`src/rtl/exwb_skid_reg.sv`:
```
// EX->WB stage register with valid/ready handshake, flush, optional one-entry
// skid buffer (registered in_ready) and WB-stage bypass hit flags.
module exwb_skid_reg #(
  parameter int DATA_W  = 32,
  parameter int RD_W    = 5,
  parameter int SKID_EN = 1
) (
  input  logic              clk,
  input  logic              reset,
  input  logic              flush,
  input  logic              in_valid,
  output logic              in_ready,
  input  logic              in_reg_write,
  input  logic [DATA_W-1:0] in_result,
  input  logic [RD_W-1:0]   in_rd,
  output logic              out_valid,
  input  logic              out_ready,
  output logic              out_reg_write,
  output logic [DATA_W-1:0] out_result,
  output logic [RD_W-1:0]   out_rd,
  input  logic [RD_W-1:0]   rs1_idx,
  input  logic [RD_W-1:0]   rs2_idx,
  output logic              byp_rs1_hit,
  output logic              byp_rs2_hit
);

  logic              main_valid, main_rw;
  logic [DATA_W-1:0] main_result;
  logic [RD_W-1:0]   main_rd;
  logic              skid_valid, skid_rw;
  logic [DATA_W-1:0] skid_result;
  logic [RD_W-1:0]   skid_rd;
  logic              in_ready_q;

  logic              main_valid_nxt, main_rw_nxt;
  logic [DATA_W-1:0] main_result_nxt;
  logic [RD_W-1:0]   main_rd_nxt;
  logic              skid_valid_nxt, skid_rw_nxt;
  logic [DATA_W-1:0] skid_result_nxt;
  logic [RD_W-1:0]   skid_rd_nxt;

  logic main_free, accept, in_rw_qual;

  // With SKID_EN=0 an accept only happens when main is free, so the skid
  // path below is never taken and the skid flops reduce to constants.
  always_comb begin
    main_free  = !main_valid | out_ready;
    in_ready   = (SKID_EN != 0) ? (in_ready_q & !reset) : (main_free & !reset);
    accept     = in_valid & in_ready;
    in_rw_qual = in_reg_write & (in_rd != '0);

    main_valid_nxt  = main_valid;
    main_rw_nxt     = main_rw;
    main_result_nxt = main_result;
    main_rd_nxt     = main_rd;
    skid_valid_nxt  = skid_valid;
    skid_rw_nxt     = skid_rw;
    skid_result_nxt = skid_result;
    skid_rd_nxt     = skid_rd;

    if (main_free) begin
      if (skid_valid) begin
        main_valid_nxt  = 1'b1;
        main_rw_nxt     = skid_rw;
        main_result_nxt = skid_result;
        main_rd_nxt     = skid_rd;
        skid_valid_nxt  = accept;
        if (accept) begin
          skid_rw_nxt     = in_rw_qual;
          skid_result_nxt = in_result;
          skid_rd_nxt     = in_rd;
        end
      end else begin
        main_valid_nxt = accept;
        if (accept) begin
          main_rw_nxt     = in_rw_qual;
          main_result_nxt = in_result;
          main_rd_nxt     = in_rd;
        end
      end
    end else if (accept) begin
      skid_valid_nxt  = 1'b1;
      skid_rw_nxt     = in_rw_qual;
      skid_result_nxt = in_result;
      skid_rd_nxt     = in_rd;
    end
  end

  always_ff @(posedge clk) begin
    if (reset) begin
      main_valid  <= 1'b0;
      main_rw     <= 1'b0;
      main_result <= '0;
      main_rd     <= '0;
      skid_valid  <= 1'b0;
      skid_rw     <= 1'b0;
      skid_result <= '0;
      skid_rd     <= '0;
      in_ready_q  <= 1'b1;
    end else if (flush) begin
      main_valid <= 1'b0;
      main_rw    <= 1'b0;
      skid_valid <= 1'b0;
      skid_rw    <= 1'b0;
      in_ready_q <= 1'b1;
    end else begin
      main_valid  <= main_valid_nxt;
      main_rw     <= main_rw_nxt;
      main_result <= main_result_nxt;
      main_rd     <= main_rd_nxt;
      skid_valid  <= skid_valid_nxt;
      skid_rw     <= skid_rw_nxt;
      skid_result <= skid_result_nxt;
      skid_rd     <= skid_rd_nxt;
      in_ready_q  <= !skid_valid_nxt;
    end
  end

  always_comb begin
    out_valid     = main_valid;
    out_reg_write = main_valid & main_rw;
    out_result    = main_result;
    out_rd        = main_rd;
    byp_rs1_hit   = out_reg_write & (main_rd == rs1_idx);
    byp_rs2_hit   = out_reg_write & (main_rd == rs2_idx);
  end

endmodule
```
`config.mk`:
```
export PLATFORM = sky130hd
export DESIGN_NAME = exwb_skid_reg
export DESIGN_NICKNAME = d
export VERILOG_FILES = /design/src/rtl/exwb_skid_reg.sv
export SDC_FILE = /design/constraint.sdc
export NUM_CORES = 1
export LEC_CHECK = 0
export CORE_UTILIZATION = 52
export CTS_CLUSTER_SIZE = 14
export DETAILED_ROUTE_END_ITERATION = 10
export GPL_TIMING_DRIVEN = 1
export MAX_ROUTING_LAYER = met4
export PLACE_DENSITY = 0.83
export SLEW_MARGIN = 25
export SYNTH_ARGS = -nofsm -noshare
export SYNTH_HDL_FRONTEND = slang
export SYNTH_SLANG_ARGS = --single-unit
```
`constraint.sdc`:
```
create_clock -name clk -period 4.35 [get_ports clk]
set_input_delay 0.435 -clock clk [delete_from_list [all_inputs] [get_ports clk]]
set_output_delay 0.435 -clock clk [all_outputs]
set_load 0.05 [all_outputs]
```
### Track usage over the die, run 1

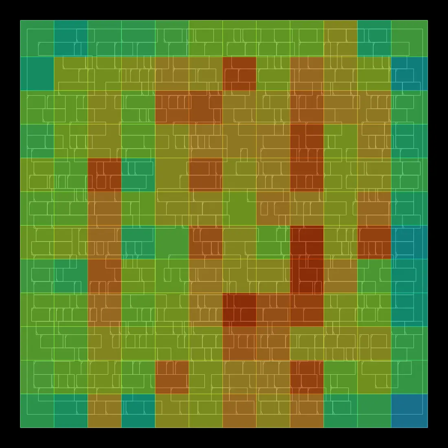
utilization after layout: 0.713
wire per inst: 14.0 µm

### M1 wires, run 1

Scale: 6 px per µm. Supply wires on this layer in grey.
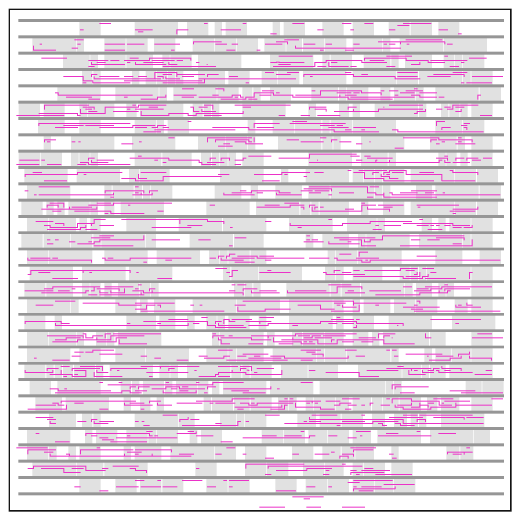
longest straight run: 23.5 µm
main direction: horizontal
nets with wire on the layer: 452
share of all routed wire: 44%

==> results.txt, run 1 <==
The flow run is done. The run finished with clean final reports. Clock net sink count landed at 79. Die outline width landed at 83.4 µm.

Remaining global-route overflow landed at 0. In the final design database the tool counted ~500 nets. Number of buffers added to fix hold violations after cts landed at 0. Number of iterations in the first detailed-routing pass landed at 4. Buffering stage count on the worst path with inverters included landed at 2. Met3 wire length landed at 293 µm.

According to the hold report, the worst path is of the reg2reg type. Per the power-grid run, VDD falls by no more than 0.213 mV. Maximum clock skew at final layout landed at 0.00646 ns. Each instance of the synthesized netlist takes up on average 9.30 µm². Part of the power in registers landed at 0.490.

For this design, the slowest cell found on the critical path is clkdlybuf4s50_1. The script logs the ratio of routed vias to standard cells as about 5.3. Fraction of layout instances using a drive strength above 1 landed at 0.123. The share of the Yosys chip area taken by registers is 0.459. Wire length of the first global-routing pass landed at between 10000 and 15000 µm. Post-route setup TNS landed at 0 ns. TritonCTS built the clock tree. Final hold analysis gives a worst-case slack of 0.454 ns.

The report lists the number of cells resized after CTS as 0. The final timing report lists a max-slew violation count of 0. Count of nets left with antenna violations after detail routing landed at 0.

Setup repair after global routing left no endpoint under its margin. Area fraction of the dominant cell type after synthesis landed at 0.459. Once detailed placement completed, the half-perimeter wirelength came to about 4700 µm. Of the total power, the share spent switching nets is 0.261. Actual slew at the worst max-slew pin landed at 0.954 ns. In the post-synthesis netlist, the cell with the most instances is dfxtp_1. Listed in order, past its start point the critical path passes clkdlybuf4s50_1 -> xnor2_1 -> nand4_1 -> nor3_1 -> clkdlybuf4s50_1. The run reported a max-capacitance violation count of 0. The global routing report lists combined usage of all routing layers as 0.232. The die is 83.4 µm tall. For this run, asynchronously set or reset flops after synthesis account for 0. For this design the ratio of total power to cell area is 340 nW/µm². Iteration-0 DRC count of the detailed router landed at 131. Placeable core region landed at 6390 µm².

The synthesized netlist contains 29 unique library cells. Per the post-CTS timing run, clock transition at the registers of the reported paths is 0.07 ns. Per STA, the highest per-stage delay on the worst path measures ~0.84 ns. Arrival time of the worst setup path landed at roughly 2.2 ns. For the worst setup path, the data required time is roughly 3.9 ns. The worst setup path is launched from a primary input.

Entering global routing, the biggest net connects 79 pins. Global placement routability congestion landed at 0.753. Number of warnings issued by yosys landed at 0. Maximum clock rate landed at 0.373 GHz. In this run, CTS created clock tree buffers numbering 9. The DRC violation total left in the routed layout is recorded as 0. By count the netlist is led by dfxtp_1 (79), nand2_1 (78), a21oi_1 (38), nor2_1 (38), mux2i_1 (37). Number of flops mapped to enable cells by yosys landed at 0. Number of endpoints with negative hold slack in the final report landed at 0. During placement, the flow inserted port buffers numbering 94.

Per the synth log, the flip-flop and latch total comes to 79. Signal routing reaches up to met4. Counting the fill cells in the layout gives 512.

The max-slew check reports its worst relative slack as 0.364. Counting stages on the worst path, the most repeated cell is clkdlybuf4s50_1. For this block, the routed nets add up to roughly 7400 µm of wire. The cell family contributing the most delay on the critical path is buffers and inverters. Summed over all instances, the cell type with the most area after synthesis is dfxtp_1. Cell count in the Yosys report landed at between 300 and 400. Total inserted antenna cells landed at 0. In this run the cell area measured after placement is 4360 µm². Post-route met1 wirelength landed at between 3000 and 4000 µm. I/O pin count landed at 95. The initial antenna violation count is 0. The cell sitting at the root of the clock tree is a clkbuf_8. Across all layers, the routed design uses 2838 vias.

Signed area change from the synthesized netlist to the final layout landed at 32.2%. Synthesis produced 370 cells. Clock network fraction of design power landed at 0.347.

After routing the design area is 4550 µm². The clock tree synthesis step divided the H-tree into 3 levels. Static leakage landed at roughly 1.4 nW.

Count of endpoints failing setup in the final report landed at 0. Pre-placement core utilization landed at 0.539. Of the total power, combinational logic draws 0.163. In the finished design, the share of the clock period the worst path needs comes to 0.616. Clock latency at the later pin of the worst-skew pair landed at 0.34 ns. The floorplan has 29 rows.

Looking at the clock tree report, the maximum root-to-sink buffer count equals 2. The critical path in this run is classified as in2out. Via count of the first global-routing pass landed at 2731.

Per the repair_timing log after CTS, setup buffers inserted total 0. Maximum net fanout on the critical path landed at 1. After synthesis the cells add up to 3440 µm². The logs give a warning total of 26. The worst setup path is captured at an output port. Synthesized net count landed at 423. The commonest register cell is dfxtp_1.

Die footprint landed at 6950 µm². The chip area line in the Yosys stat output reads 3440 µm². The main area contributors are dfxtp_1 (46%), a211oi_2 (11%), mux2i_1 (11%), nand2_1 (8.5%), a21oi_1 (5.5%). The net switching power in the latest report is 0.404 mW.

In the power breakdown, the internal column shows 1.14 mW. After detailed routing, the met2 layer carries 3750 µm of wire. After layout, the minimum clock period comes to approximately 2.7 ns.
### M3 wires, run 1

Scale: 4 px per µm.
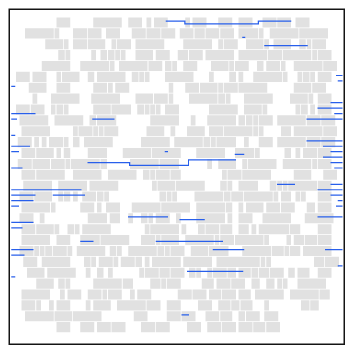
nets with wire on the layer: 43
share of all routed wire: 4.0%
longest straight run: 18.4 µm

[run 1: worst paths after layout]
kind / cells after the start / slack (ns) / start / end
hold reg to reg: 2 / 0.45 / skid_rd[1] / skid_rd[1]
setup reg to reg: 5 / 2.41 / in_ready_q / out_result[16]
hold / removal: 2 / 0.45 / skid_rd[1] / skid_rd[1]
setup / recovery: 5 / 1.67 / rs2_idx[0] / byp_rs2_hit
[run 1: worst register-to-register path, stage by stage, from the launching register on]
cell      delay, ns
dfxtp_1        0.38
nand3b_4       0.14
a211oi_4       0.25
buf_4          0.70
nor2_1         0.17
a211oi_2       0.22
[run 1: kinds of logic after synthesis]
logic type,count (synthesis),synth area share
simple gates,127,0.150
compound gates,84,0.205
flops,79,0.459
mux,37,0.108
buf+inv,33,0.0520
xor+xnor,10,0.0254
[run 1: registers in the layout (all words and copies together), names as in the netlist]
signal	count
out_result	32
skid_result	32
out_rd	5
skid_rd	5
in_ready_q	1
main_rw	1
out_valid	1
skid_rw	1
skid_valid	1
[run 1: per-layer routing]
metal  vias up  global-route usage
met5         -                   -
met4         0              0.0940
met3        10              0.0457
met2        62               0.396
met1      1346               0.267
li1       1420                   -
[run 1: layout make-up]
type / count / area, µm² / area share
Multi-Input combinational cell: 258 / 1690 / 0.371
Sequential cell: 79 / 1580 / 0.348
Timing Repair Buffer: 99 / 976 / 0.214
Clock buffer: 11 / 151 / 0.0333
Tap cell: 77 / 96.3 / 0.0212
Clock inverter: 4 / 45.0 / 0.00990
Inverter: 3 / 11.3 / 0.00247
[run 1: power by group through the flow]
stage          sequential, mW  combinational, mW  clock, mW
2_1_floorplan           0.839             0.0866          0
3_3_place_gp            0.773              0.250          0
3_5_place_dp            0.774              0.253          0
4_1_cts                 0.757              0.254      0.550
5_1_grt                 0.760              0.268      0.590
6_report                0.757              0.252      0.536
[run 1: through the flow]
stage               worst slack, ns  utilization  instances  power, mW
detailed placement             1.68        0.682        516       1.03
global route                   1.61        0.713        531       1.62
CTS                            1.66        0.713        531       1.56
global placement               1.80        0.682        516       1.02
finish                         1.67        0.713        531       1.55
floorplan                      1.87            -        370      0.925
[run 1: placed cells by master (no fill, tap or decap), drive strengths merged]
master / count
xor2: 2
xnor2: 8
a211o: 2
nor3: 2
nand2: 78
nand4: 2
clkbuf: 11
o211a: 1
a211oi: 40
mux2i: 37
dfxtp: 79
nor2b: 2
or2: 1
a311oi: 1
clkdlybuf4s50: 93
nand2b: 1
o21ai: 1
a21oi: 38
clkinv: 3
bufinv: 1
nand3b: 1
buf: 6
or4: 1
a21o: 1
nor4: 1
nor2: 38
inv: 3
### Sequential cells coloured by netlist name, run 1

Scale: 6 px per µm.
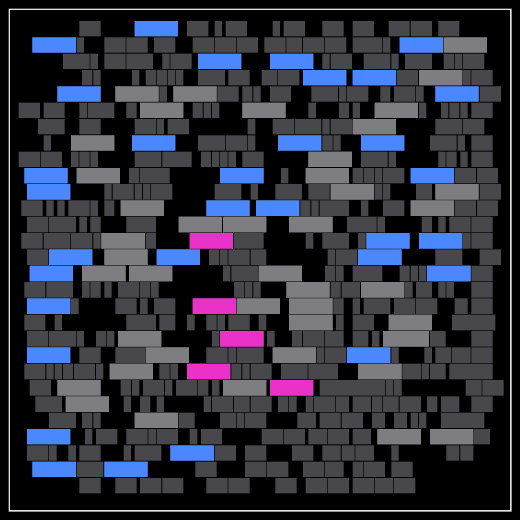

## Run 2: what changed since run 1
CORE_UTILIZATION = 48   (was 52)
PLACE_DENSITY = 0.77   (was 0.83)
clock period = 2.69 ns   (was 4.35 ns; I/O delays follow)
### Sequential cells coloured by netlist name, run 2

Scale: 6 px per µm.
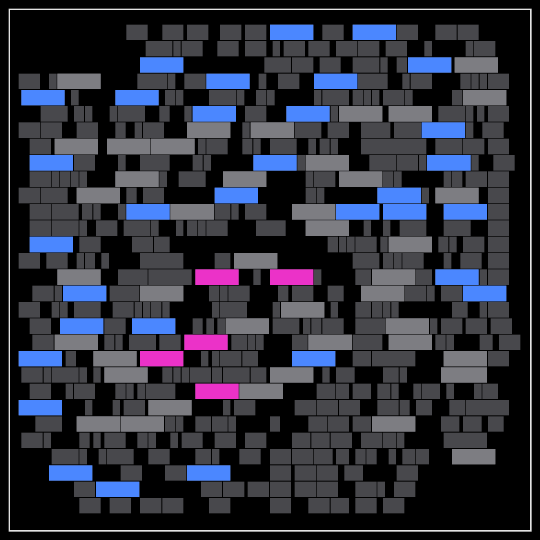
[skid_rd] magenta | flops: 5
[out_result] blue | flops: 32 | where: spread over the die
not coloured: 42

### Track usage over the die, run 2

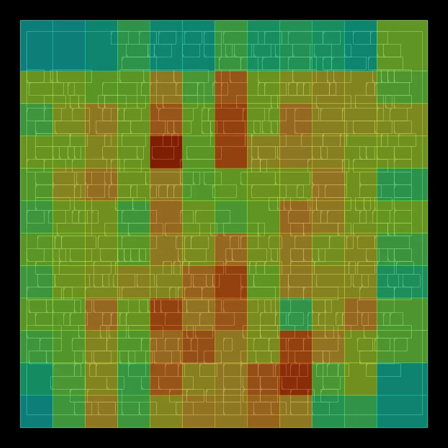
GR met3 Demand/Resource: 0.0305
Global Route Usage Sum: 0.213
utilization after layout: 0.674

### Metal layers overlaid, run 2

Scale: 6 px per µm. Two of the layers only.
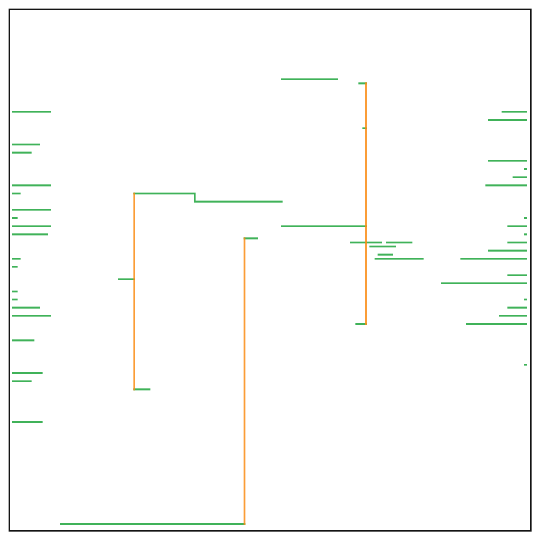
[met3] green | wire length: 267 µm
[met4] orange | wire length: 120 µm

==> run 2 against run 1 <==
  * First-iteration DRC count shrank 16%
  * Global-route usage down 1.9 points
  * Sequential share of layout area is 0.59 points lower
  * Clock power grew 62%
  * Total power is 62% higher
  * Clock skew up 0.0043 ns
  * Combinational power is 65% higher
  * Largest cell class unchanged
==> results.txt, run 2 <==
The flow run is done. Using the TritonRoute via totals, the vias-per-cell ratio works out to 5.13. Yosys attributes the largest share of cell area to dfxtp_1 (46%), a211oi_2 (11%), mux2i_1 (11%), nand2_1 (8.5%), a21oi_1 (5.5%). The cell area that synthesis handed to floorplanning was around 3400 µm². Clock net sink count landed at a little under 80. Remaining global-route overflow landed at 0. Actual slew at the worst max-slew pin landed at slightly below 0.9 ns. The script computed a power per unit cell area of ~540 nW/µm². Post-route setup TNS landed at 0 ns. Per the OpenROAD power report, leakage power amounts to 1.46 nW.

Number of OpenROAD warnings landed at 26. Portion of the clock cycle consumed by the worst path in the final layout landed at 0.869. Per the run summary, max-cap violations total 0. The worst setup path is captured at an output port. Along the worst path, the maximum fanout reaches 4. For reference, the top cells by count after synthesis are dfxtp_1 (79), nand2_1 (78), a21oi_1 (38), nor2_1 (38), mux2i_1 (37). Switching power as a fraction of the total was reported as 0.270. Clock-pin slew was measured on the worst setup and hold paths at 0.07 ns. Placeable core region landed at 6870 µm². The synthesis stats list as the most numerous cell dfxtp_1. Area of the synthesized netlist per yosys stat landed at 3440 µm². Initial antenna violation count landed at 0. Pin count of the biggest net entering global routing landed at 72. Maximum clock skew at final layout landed at roughly 0.011 ns. In this run the core area contains 30 standard-cell rows. Overall routed net length landed at 7450 µm. According to the I/O placement log, the pin count is 95.

The layout summary lists the proportion of cells stronger than drive strength 1 as 0.131. Per the OpenROAD floorplan log, the width of the die is between 80 and 90 µm. Setup slack on the worst reg-to-reg path comes out at 0.87 ns. Post-CTS repair ended up resizing 0 cells. Share of flip-flops with an asynchronous set or reset after synthesis landed at 0.

Number of iterations in the first detailed-routing pass landed at 4. Total inserted antenna cells landed at 0. Of the post-synthesis cell area, the dominant cell type holds 0.459. Post-CTS repair timing setup buffer count landed at 0.

Post-synthesis cell count landed at 370. The worst setup path is launched from a flop. Yosys mapped the design onto 29 distinct sky130hd cell types. Logic gate share of total power landed at 0.166. HPWL after detailed placement landed at 4890 µm. For this run, the post-layout net count is between 500 and 600. Mean cell area of the mapped netlist landed at 9.30 µm². Die extent in y landed at 86.7 µm. The flow ran to the end, and the final reports show no timing, DRC or antenna violations. Per the final timing report, the hold violations number 0. Clock latency at the later pin of the worst-skew pair landed at between 0.3 and 0.4 ns. Worst slack on hold paths landed at approximately 0.17 ns. Across all checked pins, the minimum headroom to the slew limit is 0.404.

After clock tree synthesis, the flow added hold-fix buffers numbering 0. Count of input and output buffers landed at around 94. Nets still carrying antenna violations after routing amount to 0. The most common logic cells in the final layout are clkdlybuf4s50_1 (93), nand2_1 (78), dfxtp_1 (78). Looking at the VDD voltage map, the peak drop is about 0.30 mV. Looking at the clock tree report, the maximum root-to-sink buffer count equals 2. Clock tree synthesis inserted a total of 9 buffers.

Cell internal power was estimated by the tool at 1.83 mW. Synthesized net count landed at 423. The power report attributes to the clock group a share of 0.346.

Wire length of the first global-routing pass landed at 12000 µm. Total vias in the final route landed at about 2.8k. Looking at the cell usage after synthesis, the top flip-flop cell is dfxtp_1. Pre-placement core utilization landed at 0.501.

Leaving out fill and tap cells, the most frequent cell in the layout is clkdlybuf4s50_1. TritonRoute reported its final design rule violation total as 0. Part of the power in registers landed at 0.488. Overall power consumption after layout is estimated at around 2.5 mW. Setup repair after global routing left no endpoint under its margin. Cell count in the Yosys report landed at 370. Detailed-route iteration 0 reported a violation count of approximately 110. Switching component of the power landed at just under 0.7 mW. Routed length per instance landed at 13.4 µm. Yosys printed 0 warnings. Die footprint landed at between 7000 and 8000 µm². Required arrival time at the worst endpoint landed at 2.42 ns. Global placement routability congestion landed at 0.780. The post-synth count of flops with an enable pin is 0.

Signed area change from the synthesized netlist to the final layout landed at 34.5%. The setup path with the least slack is of type reg2out. The clock H-tree reported by CTS has 3 levels.

TritonCTS built the clock tree. The tightest min-delay check is of the in2reg type. Sequential area share after synthesis landed at 0.459. The cell sitting at the root of the clock tree is a clkbuf_8. Count of endpoints failing setup in the final report landed at 0. Number of register bits inferred by synthesis landed at 79.

Looking at area per cell type in the netlist, the leader is dfxtp_1. After layout, the minimum clock period comes to around 2.3 ns. Timing would allow up to 0.428 GHz.

Counting pins that exceed their max-slew limit in the final report gives 0. Via count of the first global-routing pass landed at 2590. According to the timing report, the arrival time at the worst endpoint equals 2.07 ns.
run 2: worst paths after layout:
check | startpoint | endpoint | depth (start not counted)
worst min register to register | skid_result[22] | skid_result[22] | 2
worst max register to register | in_ready_q | out_result[11] | 5
worst min-delay path | reset | skid_result[1] | 2
worst max-delay path | out_rd[4] | byp_rs1_hit | 4
run 2: power by group through the flow:
| stage | logic [mW] | clock network, mW | registers (mW) |
|---|---|---|---|
| floorplan | 0.140 | 0 | 1.36 |
| global route | 0.440 | 0.950 | 1.23 |
| CTS | 0.419 | 0.892 | 1.22 |
| global placement | 0.411 | 0 | 1.25 |
| finish | 0.416 | 0.869 | 1.22 |
| detailed placement | 0.418 | 0 | 1.25 |
run 2: metrics by stage:
stage	instance area (µm²)	setup WS [ns]	std cells
floorplan	3440	0.379	370
finish	4630	0.354	554
detailed placement	4430	0.406	539
global placement	4430	0.473	539
global route	4630	0.242	554
CTS	4630	0.322	554
run 2: area by class of cell:
class	instances	area [µm²]
Clock inverter	5	58.8
Clock buffer	10	138
Tap cell	96	120
Multi-Input combinational cell	258	1690
Inverter	3	11.3
Sequential cell	79	1580
Fill cell	562	2240
Timing Repair Buffer	103	1030
run 2: metal layers:
layer,GRT usage,wire length [µm],vias to the layer above
met5,-,0,-
met1,0.254,3350,1342
li1,-,-,1432
met2,0.358,3710,61
met3,0.0305,266,9
met4,0.0939,120,0
run 2: kinds of logic (layout without fill, tap and decap cells):
kind of cell,after synthesis,in the layout,share of synthesized area
DFF,79,79,0.459
buffers and inverters,33,121,0.0520
xor gates and xnor gates,10,10,0.0254
AOI/OAI and AO/OA,84,84,0.205
and+or+nand+nor,127,127,0.150
muxes,37,37,0.108
run 2: critical path: stages, from the launching register on:
cell             delay, ns
dfxtp_1               0.43
xnor2_1               0.16
nand4_1               0.12
nor3_1                0.18
clkdlybuf4s50_1       0.83
Power and IR drop assume default switching activity.
